===== config.mk =====
export PLATFORM = sky130hd
export DESIGN_NAME = ysyx_23060332_idu_pipe
export DESIGN_NICKNAME = d
export VERILOG_FILES = /design/src/rtl/ysyx_23060332_idu_pipe.sv
export SDC_FILE = /design/constraint.sdc
export NUM_CORES = 1
export LEC_CHECK = 0
export CAP_MARGIN = 20
export CELL_PAD_IN_SITES_DETAIL_PLACEMENT = 1
export CELL_PAD_IN_SITES_GLOBAL_PLACEMENT = 1
export CORE_AREA = 3 3 177 179
export DETAILED_ROUTE_END_ITERATION = 10
export DIE_AREA = 0 0 180 182
export PLACE_DENSITY = 0.87
export SETUP_SLACK_MARGIN = 0.5
export SLEW_MARGIN = 40
export SYNTH_ARGS = -nofsm -noshare
export SYNTH_HDL_FRONTEND = slang
export SYNTH_SLANG_ARGS = --single-unit
export TNS_END_PERCENT = 5

===== constraint.sdc =====
create_clock -name clk -period 3.7 [get_ports clk]
set_input_delay 0.555 -clock clk [delete_from_list [all_inputs] [get_ports clk]]
set_output_delay 0.555 -clock clk [all_outputs]
set_load 0.01 [all_outputs]

===== src/rtl/ysyx_23060332_idu_pipe.sv =====
// ysyx_23060332_idu_pipe: registered RV32I/RV64I decode stage between IFU and EXU.
// The instruction is decoded combinationally from in_inst/rdata* and captured into
// a one-entry output register with a valid/ready handshake and flush.
// Illegal encodings and EBREAK are reported as flags and never trap here.
// Optional feature macro: IDU_SCOREBOARD_EN (per-register pending-write counters
// that stall issue on RAW hazards and on a saturated destination counter).
module ysyx_23060332_idu_pipe #(
    parameter int XLEN     = 32,
    parameter int REG_AW   = 5,
    parameter int SB_CNT_W = 2
) (
    input  logic              clk,
    input  logic              rst,
    input  logic              in_valid,
    output logic              in_ready,
    input  logic [31:0]       in_inst,
    input  logic [XLEN-1:0]   in_pc,
    output logic [REG_AW-1:0] raddr1,
    output logic [REG_AW-1:0] raddr2,
    input  logic [XLEN-1:0]   rdata1,
    input  logic [XLEN-1:0]   rdata2,
    input  logic              flush,
    output logic              out_valid,
    input  logic              out_ready,
    output logic [XLEN-1:0]   out_pc,
    output logic [31:0]       out_inst,
    output logic [XLEN-1:0]   out_op1,
    output logic [XLEN-1:0]   out_op2,
    output logic [XLEN-1:0]   out_jop1,
    output logic [XLEN-1:0]   out_jop2,
    output logic [XLEN-1:0]   out_rs2_data,
    output logic              out_wen,
    output logic [REG_AW-1:0] out_waddr,
    output logic [3:0]        out_alu_op,
    output logic [2:0]        out_br_type,
    output logic              out_mem_rd,
    output logic              out_mem_wr,
    output logic [1:0]        out_mem_size,
    output logic              out_mem_uns,
    output logic              out_illegal,
    output logic              out_ebreak,
    input  logic              wb_valid,
    input  logic [REG_AW-1:0] wb_addr
);

    localparam logic [6:0] OPC_LUI    = 7'b0110111;
    localparam logic [6:0] OPC_AUIPC  = 7'b0010111;
    localparam logic [6:0] OPC_JAL    = 7'b1101111;
    localparam logic [6:0] OPC_JALR   = 7'b1100111;
    localparam logic [6:0] OPC_BRANCH = 7'b1100011;
    localparam logic [6:0] OPC_LOAD   = 7'b0000011;
    localparam logic [6:0] OPC_STORE  = 7'b0100011;
    localparam logic [6:0] OPC_OPIMM  = 7'b0010011;
    localparam logic [6:0] OPC_OP     = 7'b0110011;
    localparam logic [6:0] OPC_SYSTEM = 7'b1110011;
    localparam logic [31:0] EBREAK    = 32'h0010_0073;

    typedef struct packed {
        logic [XLEN-1:0]   pc;
        logic [31:0]       inst;
        logic [XLEN-1:0]   op1;
        logic [XLEN-1:0]   op2;
        logic [XLEN-1:0]   jop1;
        logic [XLEN-1:0]   jop2;
        logic [XLEN-1:0]   rs2_data;
        logic              wen;
        logic [REG_AW-1:0] waddr;
        logic [3:0]        alu_op;
        logic [2:0]        br_type;
        logic              mem_rd;
        logic              mem_wr;
        logic [1:0]        mem_size;
        logic              mem_uns;
        logic              illegal;
        logic              ebreak;
    } pkt_t;

    // 32-bit immediate sign-extended to the datapath width.
    function automatic logic [XLEN-1:0] sx(input logic [31:0] v);
        return XLEN'($signed(v));
    endfunction

    // func3 -> ALU op; alt selects SUB/SRA (only meaningful for R-type ADD and shifts right).
    function automatic logic [3:0] alu_of(input logic [2:0] f3, input logic alt_add, input logic alt_sr);
        case (f3)
            3'b000:  alu_of = alt_add ? 4'd1 : 4'd0;
            3'b001:  alu_of = 4'd2;
            3'b010:  alu_of = 4'd3;
            3'b011:  alu_of = 4'd4;
            3'b100:  alu_of = 4'd5;
            3'b101:  alu_of = alt_sr ? 4'd7 : 4'd6;
            3'b110:  alu_of = 4'd8;
            default: alu_of = 4'd9;
        endcase
    endfunction

    logic [6:0]  opc;
    logic [2:0]  f3;
    logic [6:0]  f7;
    logic [4:0]  rs1_f, rs2_f, rd_f;
    logic [XLEN-1:0] imm_i, imm_s, imm_b, imm_u, imm_j;

    assign opc   = in_inst[6:0];
    assign f3    = in_inst[14:12];
    assign f7    = in_inst[31:25];
    assign rs1_f = in_inst[19:15];
    assign rs2_f = in_inst[24:20];
    assign rd_f  = in_inst[11:7];
    assign imm_i = sx({{20{in_inst[31]}}, in_inst[31:20]});
    assign imm_s = sx({{20{in_inst[31]}}, in_inst[31:25], in_inst[11:7]});
    assign imm_b = sx({{19{in_inst[31]}}, in_inst[31], in_inst[7], in_inst[30:25], in_inst[11:8], 1'b0});
    assign imm_u = sx({in_inst[31:12], 12'b0});
    assign imm_j = sx({{11{in_inst[31]}}, in_inst[31], in_inst[19:12], in_inst[20], in_inst[30:21], 1'b0});

    pkt_t pkt_d, pkt_q;
    logic out_valid_q;
    logic use1, use2;
    logic stall, accept;

    // Combinational decode of the incoming instruction into a packet.
    always_comb begin
        logic ill, wen;
        pkt_d      = '0;
        pkt_d.pc   = in_pc;
        pkt_d.inst = in_inst;
        use1 = 1'b0;
        use2 = 1'b0;
        ill  = 1'b0;
        wen  = 1'b0;
        case (opc)
            OPC_LUI: begin
                pkt_d.op1 = imm_u;
                wen = 1'b1;
            end
            OPC_AUIPC: begin
                pkt_d.op1 = in_pc;
                pkt_d.op2 = imm_u;
                wen = 1'b1;
            end
            OPC_JAL: begin
                pkt_d.op1     = in_pc;
                pkt_d.op2     = XLEN'(4);
                pkt_d.jop1    = in_pc;
                pkt_d.jop2    = imm_j;
                pkt_d.br_type = 3'd7;
                wen = 1'b1;
            end
            OPC_JALR: begin
                use1 = 1'b1;
                pkt_d.op1     = in_pc;
                pkt_d.op2     = XLEN'(4);
                pkt_d.jop1    = rdata1;
                pkt_d.jop2    = imm_i;
                pkt_d.br_type = 3'd7;
                wen = 1'b1;
                ill = (f3 != 3'b000);
            end
            OPC_BRANCH: begin
                use1 = 1'b1;
                use2 = 1'b1;
                pkt_d.op1      = rdata1;
                pkt_d.op2      = rdata2;
                pkt_d.rs2_data = rdata2;
                pkt_d.jop1     = in_pc;
                pkt_d.jop2     = imm_b;
                case (f3)
                    3'b000:  pkt_d.br_type = 3'd1;
                    3'b001:  pkt_d.br_type = 3'd2;
                    3'b100:  pkt_d.br_type = 3'd3;
                    3'b101:  pkt_d.br_type = 3'd4;
                    3'b110:  pkt_d.br_type = 3'd5;
                    3'b111:  pkt_d.br_type = 3'd6;
                    default: ill = 1'b1;
                endcase
            end
            OPC_LOAD: begin
                use1 = 1'b1;
                pkt_d.op1      = rdata1;
                pkt_d.op2      = imm_i;
                pkt_d.mem_rd   = 1'b1;
                pkt_d.mem_size = f3[1:0];
                pkt_d.mem_uns  = f3[2];
                wen = 1'b1;
                // LD and LWU exist only on RV64; f3=111 never exists.
                case (f3)
                    3'b011, 3'b110: ill = (XLEN != 64);
                    3'b111:         ill = 1'b1;
                    default:        ill = 1'b0;
                endcase
            end
            OPC_STORE: begin
                use1 = 1'b1;
                use2 = 1'b1;
                pkt_d.op1      = rdata1;
                pkt_d.op2      = imm_s;
                pkt_d.rs2_data = rdata2;
                pkt_d.mem_wr   = 1'b1;
                pkt_d.mem_size = f3[1:0];
                if (f3 == 3'b011) ill = (XLEN != 64);
                else              ill = f3[2];
            end
            OPC_OPIMM: begin
                use1 = 1'b1;
                pkt_d.op1    = rdata1;
                pkt_d.op2    = imm_i;
                pkt_d.alu_op = alu_of(f3, 1'b0, in_inst[30]);
                wen = 1'b1;
                // Shift immediates: upper bits must be 0 (or 0100000 for SRAI);
                // shamt[5] is only meaningful on RV64.
                if (f3 == 3'b001)
                    ill = (in_inst[31:26] != 6'b0) || (XLEN != 64 && in_inst[25]);
                else if (f3 == 3'b101)
                    ill = (in_inst[31:26] != 6'b0 && in_inst[31:26] != 6'b010000) ||
                          (XLEN != 64 && in_inst[25]);
            end
            OPC_OP: begin
                use1 = 1'b1;
                use2 = 1'b1;
                pkt_d.op1    = rdata1;
                pkt_d.op2    = rdata2;
                pkt_d.alu_op = alu_of(f3, in_inst[30], in_inst[30]);
                wen = 1'b1;
                ill = !(f7 == 7'b0 || (f7 == 7'b0100000 && (f3 == 3'b000 || f3 == 3'b101)));
            end
            OPC_SYSTEM: begin
                if (in_inst == EBREAK) pkt_d.ebreak = 1'b1;
                else                   ill = 1'b1;
            end
            default: ill = 1'b1;
        endcase
        // RV32E: registers above x15 do not exist.
        if (REG_AW < 5)
            if ((use1 && rs1_f[4]) || (use2 && rs2_f[4]) || (wen && rd_f[4])) ill = 1'b1;
        pkt_d.waddr   = rd_f[REG_AW-1:0];
        pkt_d.wen     = wen && !ill && (rd_f != 5'd0);
        pkt_d.illegal = ill;
        if (ill) begin
            pkt_d.mem_rd  = 1'b0;
            pkt_d.mem_wr  = 1'b0;
            pkt_d.br_type = 3'd0;
        end
    end

    assign raddr1 = use1 ? rs1_f[REG_AW-1:0] : '0;
    assign raddr2 = use2 ? rs2_f[REG_AW-1:0] : '0;

    assign in_ready = (!out_valid_q || out_ready) && !stall && !flush;
    assign accept   = in_valid && in_ready;

`ifdef IDU_SCOREBOARD_EN
    localparam int NREG = 1 << REG_AW;
    logic [NREG-1:0][SB_CNT_W-1:0] cnt_q, cnt_d;
    logic inc_en, wb_en, fl_en;

    assign inc_en = accept && pkt_d.wen;
    assign wb_en  = wb_valid && (wb_addr != '0);
    assign fl_en  = flush && out_valid_q && pkt_q.wen;

    // Hazard: a source still has an outstanding write, or rd's counter cannot grow.
    assign stall = (use1 && (raddr1 != '0) && (cnt_q[raddr1] != '0)) ||
                   (use2 && (raddr2 != '0) && (cnt_q[raddr2] != '0)) ||
                   (pkt_d.wen && (cnt_q[pkt_d.waddr] == '1));

    // Per-register counter update: +1 on issue, -1 per retire and per squashed packet.
    always_comb begin
        cnt_d = cnt_q;
        for (int r = 1; r < NREG; r++) begin
            logic up;
            logic [1:0] dn;
            up = inc_en && (pkt_d.waddr == REG_AW'(r));
            dn = {1'b0, wb_en && (wb_addr == REG_AW'(r))} +
                 {1'b0, fl_en && (pkt_q.waddr == REG_AW'(r))};
            if (up && dn == 2'd0) begin
                if (cnt_q[r] != '1) cnt_d[r] = cnt_q[r] + 1'b1;
            end else if (!up && dn != 2'd0) begin
                if (cnt_q[r] == '0)                            cnt_d[r] = '0;
                else if (dn == 2'd2 && cnt_q[r] > SB_CNT_W'(1)) cnt_d[r] = cnt_q[r] - SB_CNT_W'(2);
                else if (dn == 2'd2)                            cnt_d[r] = '0;
                else                                            cnt_d[r] = cnt_q[r] - 1'b1;
            end
        end
    end

    // Scoreboard state; cleared by reset.
    always_ff @(posedge clk) begin
        if (!rst) cnt_q <= '0;
        else      cnt_q <= cnt_d;
    end
`else
    logic unused_sb;
    assign unused_sb = ^{wb_valid, wb_addr, SB_CNT_W[0]};
    assign stall     = 1'b0;
`endif

    // Output pipeline register: flush squashes, accept loads, a consumed packet retires.
    always_ff @(posedge clk) begin
        if (!rst) begin
            out_valid_q <= 1'b0;
            pkt_q       <= '0;
        end else if (flush) begin
            out_valid_q <= 1'b0;
        end else if (accept) begin
            out_valid_q <= 1'b1;
            pkt_q       <= pkt_d;
        end else if (out_ready) begin
            out_valid_q <= 1'b0;
        end
    end

    assign out_valid    = out_valid_q;
    assign out_pc       = pkt_q.pc;
    assign out_inst     = pkt_q.inst;
    assign out_op1      = pkt_q.op1;
    assign out_op2      = pkt_q.op2;
    assign out_jop1     = pkt_q.jop1;
    assign out_jop2     = pkt_q.jop2;
    assign out_rs2_data = pkt_q.rs2_data;
    assign out_wen      = pkt_q.wen;
    assign out_waddr    = pkt_q.waddr;
    assign out_alu_op   = pkt_q.alu_op;
    assign out_br_type  = pkt_q.br_type;
    assign out_mem_rd   = pkt_q.mem_rd;
    assign out_mem_wr   = pkt_q.mem_wr;
    assign out_mem_size = pkt_q.mem_size;
    assign out_mem_uns  = pkt_q.mem_uns;
    assign out_illegal  = pkt_q.illegal;
    assign out_ebreak   = pkt_q.ebreak;

endmodule

Placement density heat map:
Drawn at 2 px/um. 18 x 18 tiles, from black (low) to pale yellow (high), 0 to 100% covered.
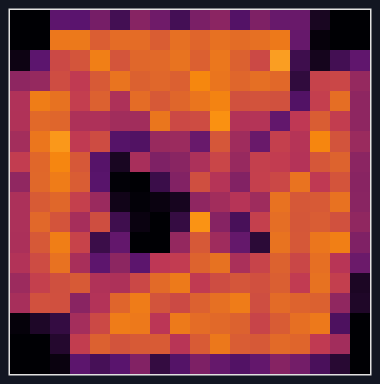
nearly empty tiles: 7.1%
mean over tiles: 45%
tiles over 75% full: 1.2%
fullest tile: 79%
emptiest ninth of the die: middle
initial core utilization: 34.1%
fin util: 51.5%

Where the registers sit:
Drawn at 2 px/um. Other sequential cells in the stronger gray, the rest of the logic in the fainter gray.
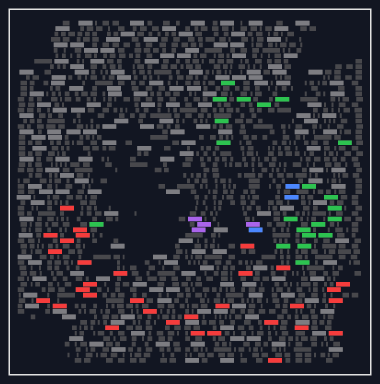
[purple] out_alu_op | placed flops: 4 | where: middle
[blue] out_br_type | placed flops: 3
[green] out_jop2 | placed flops: 21
[red] out_jop1 | placed flops: 32
sequential logic power: 2560 uW
sequential portion of the cell area: 30.0%
Sequential cell area: 4580 um^2

==> results.cfg <==
; implementation run metrics
[power]
logic_power_comb_uw = 732
power.switching_fraction_pct = 25.0
power.ir.vdd_worst_v = 0.000274
power_uw = 5920
power.switching_uw = 1480
pwr.group.clock_uw = 2630
maxPowerGroup = clock

[logic_synthesis]
yosys_warnings = 0
synth.top_cells.by_count = 237 x sky130_fd_sc_hd__nand2_1, 229 x sky130_fd_sc_hd__dfxtp_1, 100 x sky130_fd_sc_hd__clkbuf_1
ys_cells = 1209
synth_async_sr_flop_share_pct = 0
synth_nets = 1348
syn_area_per_cell_um2 = 8.39
syn-cell-area_um2 = 10100

[drt]
route.detailed.drc = 0
drt_iter0_drc = 687
final_routed_wirelength_um = 46300
drt_first_pass_iters = 5
ant_nets = 0

[timing]
timing.clock.skew_ns = 0.0144
fin_tns_setup_ns = 0
final.setup.worst_slack_ns = 0.551
max_freq_ghz = 0.318
maxSlewViolCount = 0
worst-slew-pin-transition_ns = 0.930
slew_headroom_pct = 37.5

[status]
run_status = complete, no violations

[job]
number_of_logged_tool_warnings = 39
count_of_max_cap_constraint_violations = 0

[floorplanning]
number_of_cell_rows = 63
floorplan.core_area_um2 = 29700
die_width_um = 180
top_level_ports = 395

[global_routing]
aggregate_global_route_resource_usage_pct = 27.0
number_of_global_route_vias_before_repair = 11300
wire_length_of_the_first_global_routing_pass_um = 70000
number_of_antenna_violations_at_the_first_check_in_global_routing = 2

[min_path]
whs_endpoint = out_inst[15]$_SDFFE_PN0P_
hold_start = out_inst[15]$_SDFFE_PN0P_
timing.hold.worst_path_depth = 2
hp-class = register to register

[setup_path]
worstPathRequired_ns = 3.14
setup.worst_path.end_class = primary output
crit_top_cell = sky130_fd_sc_hd__clkdlybuf4s50_1
reg2reg_from = out_valid$_SDFFE_PP0P_
cell_class_contributing_the_biggest_share_of_worst_path_delay = buffers and inverters
worst-r2r-setup-slack_ns = 1.53
slowest_stage = sky130_fd_sc_hd__clkdlybuf4s50_1
crit_chain = clkdlybuf4s50_1 > nand3b_1 > nor3_4 > nor2_1 > buf_4 > nor2b_1 > clkdlybuf4s50_1
crit_arrival_ns = 2.59
worst_setup_path_start_kind = input port
crit_type = input port to primary output
rr_worst_depth = 5
crit_path_max_incr_delay_ns = 0.60
crit_fanout = 6

[layout]
area_growth_syn_to_layout_pct = 50.8
clock_buffer_and_inverter_area_fraction_after_layout_pct = 5.70
drive_gt1_share_pct = 6.42
finish.net_count = 1677
comb_share_pct = 33.0
layout_top_cell = sky130_fd_sc_hd__clkdlybuf4s50_1
layout.nonclk_buf_share_pct = 27.8
layout.cells.non_filler = 1949
layout.comb_gates.multi_input = 840

[placement]
place_ws_ns = 0.392
place.port_buffers = 388
place.gp.congestion = 0.885
dpl.cell_count = 1897
placed_cell_area_um2 = 14400

[cts]
cts.sink_count = 229
cts.htree.levels = 1
clock_tree_from_tritoncts = done
buffer_cell_driving_the_clock_tree_root = sky130_fd_sc_hd__clkbuf_16
cts_inserted_buffers = 27
cts.clk_slew.worst_paths_ns = 0.06
post_cts_resize_count = 4
clock_insertion_delay_worst_skew_ns = 0.53
==> worst max-delay path by stage <==
stage	slack [ns]	cells after the start	to	startpoint
CTS	0.50	7	raddr1[2]	in_inst[4]
global placement	0.39	7	raddr1[2]	in_inst[4]
global route	0.47	7	raddr1[2]	in_inst[5]
finish	0.55	7	raddr1[2]	in_inst[5]
detailed placement	0.39	7	raddr1[2]	in_inst[4]
floorplan	1.15	7	raddr1[0]	in_inst[2]
==> kinds of logic after synthesis <==
group                  share of synthesized area, %
XOR/XNOR                                      0.259
AND/OR/NAND/NOR                                23.3
AND-OR/OR-AND                                  25.1
flip-flops                                     45.2
buffers and inverters                          5.89
multiplexers                                  0.197
==> metal layers <==
metal	track usage, %	share of wire [%]
met5	0	0
met4	9.65	4.1
met3	6.43	6.8
met2	46.1	48
met1	33.3	41
Power and IR drop assume default switching activity.
